### src/rtl/shake_arb_pkg.sv
// Shared definitions for the SHAKE sponge arbiter.
// Contents:
//   arb_state_e           arbiter FSM state encoding (IDLE, FLUSH, OWN)
//   DEF_*                 default widths and requester count
//   idx_w()               index width for a requester count (at least 1 bit)
package shake_arb_pkg;

  typedef enum logic [1:0] {
    IDLE  = 2'd0,
    FLUSH = 2'd1,
    OWN   = 2'd2
  } arb_state_e;

  localparam int DEF_NREQ          = 4;
  localparam int DEF_DATA_IN_BITS  = 64;
  localparam int DEF_DATA_OUT_BITS = 64;

  function automatic int idx_w(input int n);
    return (n > 1) ? $clog2(n) : 1;
  endfunction

endpackage

### src/rtl/shake_arbiter_rr_pick.sv
// Combinational round-robin picker.
// Searches i_req upward starting at i_ptr, wrapping at NREQ, and returns the
// first set bit.
// Ports:
//   i_req    [NREQ-1:0]   request vector
//   i_ptr    [IDX_W-1:0]  search start index (0..NREQ-1)
//   o_idx    [IDX_W-1:0]  winning index (0 when nothing is found)
//   o_found               at least one request bit is set
module rr_pick
  import shake_arb_pkg::*;
#(
  parameter int NREQ  = DEF_NREQ,
  parameter int IDX_W = idx_w(NREQ)
) (
  input  logic [NREQ-1:0]  i_req,
  input  logic [IDX_W-1:0] i_ptr,
  output logic [IDX_W-1:0] o_idx,
  output logic             o_found
);

  // base and off are both below NREQ, so one conditional subtract suffices.
  function automatic int wrap_add(input int base, input int off);
    int s;
    s = base + off;
    return (s >= NREQ) ? (s - NREQ) : s;
  endfunction

  // Walk the offsets from farthest to nearest so the nearest hit is the last
  // assignment and therefore wins.
  always_comb begin
    o_idx   = '0;
    o_found = 1'b0;
    for (int i = NREQ - 1; i >= 0; i--) begin
      if (i_req[wrap_add(int'(i_ptr), i)]) begin
        o_idx   = IDX_W'(wrap_add(int'(i_ptr), i));
        o_found = 1'b1;
      end
    end
  end

endmodule

### src/rtl/shake_arbiter.sv
// Round-robin arbiter sharing one SHAKE sponge among NREQ sampler controllers.
// A grant hands the sponge to one requester, first flushing it for one cycle,
// and holds it until that requester pulses its release line.
// Ports:
//   clk, rst                   clock; asynchronous active-low reset
//   req, rel                   per-requester request (level) and release (pulse)
//   gnt, busy, owner           registered one-hot grant, grant in progress, owner index
//   r_*  (inputs)              per-requester sponge controls and packed data / last_len
//   r_data_out                 sponge output broadcast to every requester
//   r_out_valid, r_in_ready    sponge handshakes gated to the owner
//   sp_rst, sp_cache_rst       active-high sponge and sponge-cache resets
//   sp_* (outputs)             sponge request side, driven by the owner in OWN
//   sp_data_out, sp_out_valid, sp_in_ready   sponge response side
module shake_arbiter
  import shake_arb_pkg::*;
#(
  parameter int NREQ          = DEF_NREQ,
  parameter int DATA_IN_BITS  = DEF_DATA_IN_BITS,
  parameter int DATA_OUT_BITS = DEF_DATA_OUT_BITS,
  parameter int LEN_W         = $clog2(DATA_IN_BITS) + 1
) (
  input  logic                         clk,
  input  logic                         rst,

  input  logic [NREQ-1:0]              req,
  input  logic [NREQ-1:0]              rel,
  output logic [NREQ-1:0]              gnt,
  output logic                         busy,
  output logic [idx_w(NREQ)-1:0]       owner,

  input  logic [NREQ-1:0]              r_absorb_next_poly,
  input  logic [NREQ-1:0]              r_in_valid,
  input  logic [NREQ-1:0]              r_in_last,
  input  logic [NREQ-1:0]              r_cache_rd,
  input  logic [NREQ-1:0]              r_cache_wr,
  input  logic [NREQ-1:0]              r_out_ready,
  input  logic [NREQ*DATA_IN_BITS-1:0] r_data_in,
  input  logic [NREQ*LEN_W-1:0]        r_last_len,
  output logic [DATA_OUT_BITS-1:0]     r_data_out,
  output logic [NREQ-1:0]              r_out_valid,
  output logic [NREQ-1:0]              r_in_ready,

  output logic                         sp_rst,
  output logic                         sp_cache_rst,
  output logic [DATA_IN_BITS-1:0]      sp_data_in,
  output logic                         sp_in_valid,
  output logic                         sp_in_last,
  output logic [LEN_W-1:0]             sp_last_len,
  output logic                         sp_cache_rd,
  output logic                         sp_cache_wr,
  output logic                         sp_out_ready,
  input  logic [DATA_OUT_BITS-1:0]     sp_data_out,
  input  logic                         sp_out_valid,
  input  logic                         sp_in_ready
);

  localparam int IDX_W = idx_w(NREQ);

  arb_state_e       r_state;
  arb_state_e       w_state_nxt;
  logic [IDX_W-1:0] r_owner;
  logic [IDX_W-1:0] r_rr_ptr;
  logic [NREQ-1:0]  r_gnt;

  logic [IDX_W-1:0] w_win;
  logic             w_found;
  logic [IDX_W-1:0] w_ptr_nxt;
  logic [NREQ-1:0]  w_owner_oh;
  logic             w_own;
  logic             w_take;

  rr_pick #(
    .NREQ  (NREQ),
    .IDX_W (IDX_W)
  ) u_rr_pick (
    .i_req   (req),
    .i_ptr   (r_rr_ptr),
    .o_idx   (w_win),
    .o_found (w_found)
  );

  // Explicit wrap keeps non-power-of-two NREQ correct.
  assign w_ptr_nxt  = (w_win == IDX_W'(NREQ - 1)) ? '0 : (w_win + 1'b1);
  assign w_owner_oh = {{(NREQ-1){1'b0}}, 1'b1} << r_owner;
  assign w_own      = (r_state == OWN);
  assign w_take     = (r_state == IDLE) && w_found;

  always_comb begin
    w_state_nxt = r_state;
    case (r_state)
      IDLE:    if (w_found)      w_state_nxt = FLUSH;
      FLUSH:                     w_state_nxt = OWN;
      OWN:     if (rel[r_owner]) w_state_nxt = IDLE;
      default:                   w_state_nxt = IDLE;
    endcase
  end

  // The owner is latched at sampling time, so it is already valid in FLUSH
  // and the grant can be registered straight from the next state.
  always_ff @(posedge clk or negedge rst) begin
    if (!rst) begin
      r_state  <= IDLE;
      r_owner  <= '0;
      r_rr_ptr <= '0;
      r_gnt    <= '0;
    end else begin
      r_state <= w_state_nxt;
      if (w_take) begin
        r_owner  <= w_win;
        r_rr_ptr <= w_ptr_nxt;
      end
      r_gnt <= (w_state_nxt == OWN) ? w_owner_oh : '0;
    end
  end

  assign gnt   = r_gnt;
  assign busy  = (r_state != IDLE);
  assign owner = r_owner;

  // Request-side mux: owner's controls in OWN, all zero otherwise.
  always_comb begin
    sp_data_in   = '0;
    sp_in_valid  = 1'b0;
    sp_in_last   = 1'b0;
    sp_last_len  = '0;
    sp_cache_rd  = 1'b0;
    sp_cache_wr  = 1'b0;
    sp_out_ready = 1'b0;
    if (w_own) begin
      sp_data_in   = r_data_in[int'(r_owner)*DATA_IN_BITS +: DATA_IN_BITS];
      sp_in_valid  = r_in_valid[r_owner];
      sp_in_last   = r_in_last[r_owner];
      sp_last_len  = r_last_len[int'(r_owner)*LEN_W +: LEN_W];
      sp_cache_rd  = r_cache_rd[r_owner];
      sp_cache_wr  = r_cache_wr[r_owner];
      sp_out_ready = r_out_ready[r_owner];
    end
  end

  // The sponge sits in reset for the whole arbiter reset, not just until the
  // flops settle, hence the direct term from rst.
  assign sp_rst       = ~rst | (r_state == FLUSH) | (w_own & r_absorb_next_poly[r_owner]);
  assign sp_cache_rst = ~rst;

  assign r_data_out  = sp_data_out;
  assign r_out_valid = {NREQ{sp_out_valid}} & r_gnt;
  assign r_in_ready  = {NREQ{sp_in_ready}} & r_gnt;

endmodule
### config.mk
export PLATFORM = sky130hd
export DESIGN_NAME = shake_arbiter
export DESIGN_NICKNAME = d
export VERILOG_FILES = /design/src/rtl/shake_arb_pkg.sv /design/src/rtl/shake_arbiter_rr_pick.sv /design/src/rtl/shake_arbiter.sv
export SDC_FILE = /design/constraint.sdc
export NUM_CORES = 1
export LEC_CHECK = 0
export CAP_MARGIN = 0
export CORE_AREA = 2 2 208 210
export DETAILED_ROUTE_END_ITERATION = 7
export DIE_AREA = 0 0 210 212
export PLACE_DENSITY = 0.46
export SKIP_LAST_GASP = 1
export SLEW_MARGIN = 20
export SYNTH_ARGS = -nofsm -noshare
export SYNTH_HDL_FRONTEND = slang
export SYNTH_SLANG_ARGS = --single-unit
### constraint.sdc
create_clock -name clk -period 2.77 [get_ports clk]
set_input_delay 0.554 -clock clk [delete_from_list [all_inputs] [get_ports clk]]
set_output_delay 0.554 -clock clk [all_outputs]
set_load 0.05 [all_outputs]
placed.png
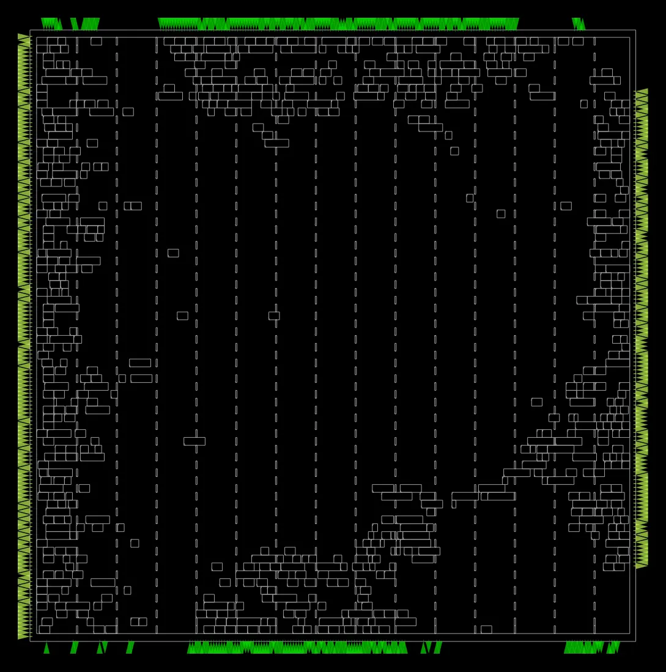
number of sequential storage elements: 10
final-layout fill cell count: 4709

layers.png
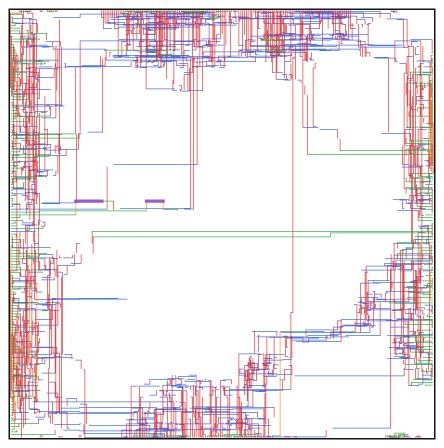
- M3: green (wire length 2220 um)
- M5: purple (wire length 21.2 um)
- M2: red (wire length 10300 um)
- M1: blue (wire length 7110 um)
- M4: orange (wire length 375 um)

==> run summary <==
The synthesis and place-and-route flow finished, so here is a summary.

The count of antenna diodes in the layout came out at 1. The run finished with clean final reports. Signal routing reaches up to met5. The arrival time at the worst endpoint came out at around 2100 ps. Power attributed to sequential cells is 0.297 mW. Per the final report, max-transition violations number 0. The worst stage delay on the critical path is roughly 550 ps. The worst-case hold slack is 570.5 ps. The proportion of total power due to net switching came out at 0.5227.

The ratio of total power to cell area came out at 809.4 nW/um^2. The area fraction in xor and xnor cells is 0.002576. The largest buffer count on any clock path is 2. The total power of the final layout is between 6 and 7 mW. The insertion delay to the later sink of the worst-skew pair came out at 240 ps.

The number of non-clock inverters came out at 2. The analysis attributes to net switching a power of between 3 and 4 mW. The report lists the cells along the critical path as buf_12 > buf_12 > mux4_2 > nor2b_1 > buf_4. Of the total synthesized cell area, the portion taken by full adders, half adders and majority gates is 0. The critical path required time came out at ~2200 ps. The launch instance of the worst min-delay path is r_rr_ptr[0]$_DFFE_PN0P_. The fraction of the cycle the final worst path needs is 0.9565. The total via count after detailed routing is around 4000. The final report gives the standard cell area, fillers excluded, as 7656 um^2. Note that the worst hold path type here is flip-flop to flip-flop.
m3.png
The bar under the picture is 50 um long.
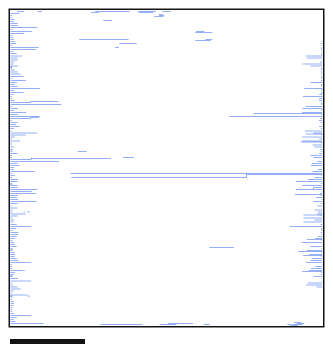
- share of all routed wire: 11%
- longest straight run: 169 um
- main direction: horizontal

ff_map.png
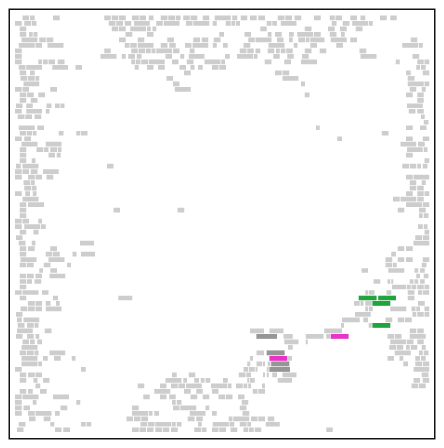
- r_state: magenta (sequential cells 2)
- gnt: green (sequential cells 4)
- not coloured: 4

Power is estimated from default activity; no workload was simulated.
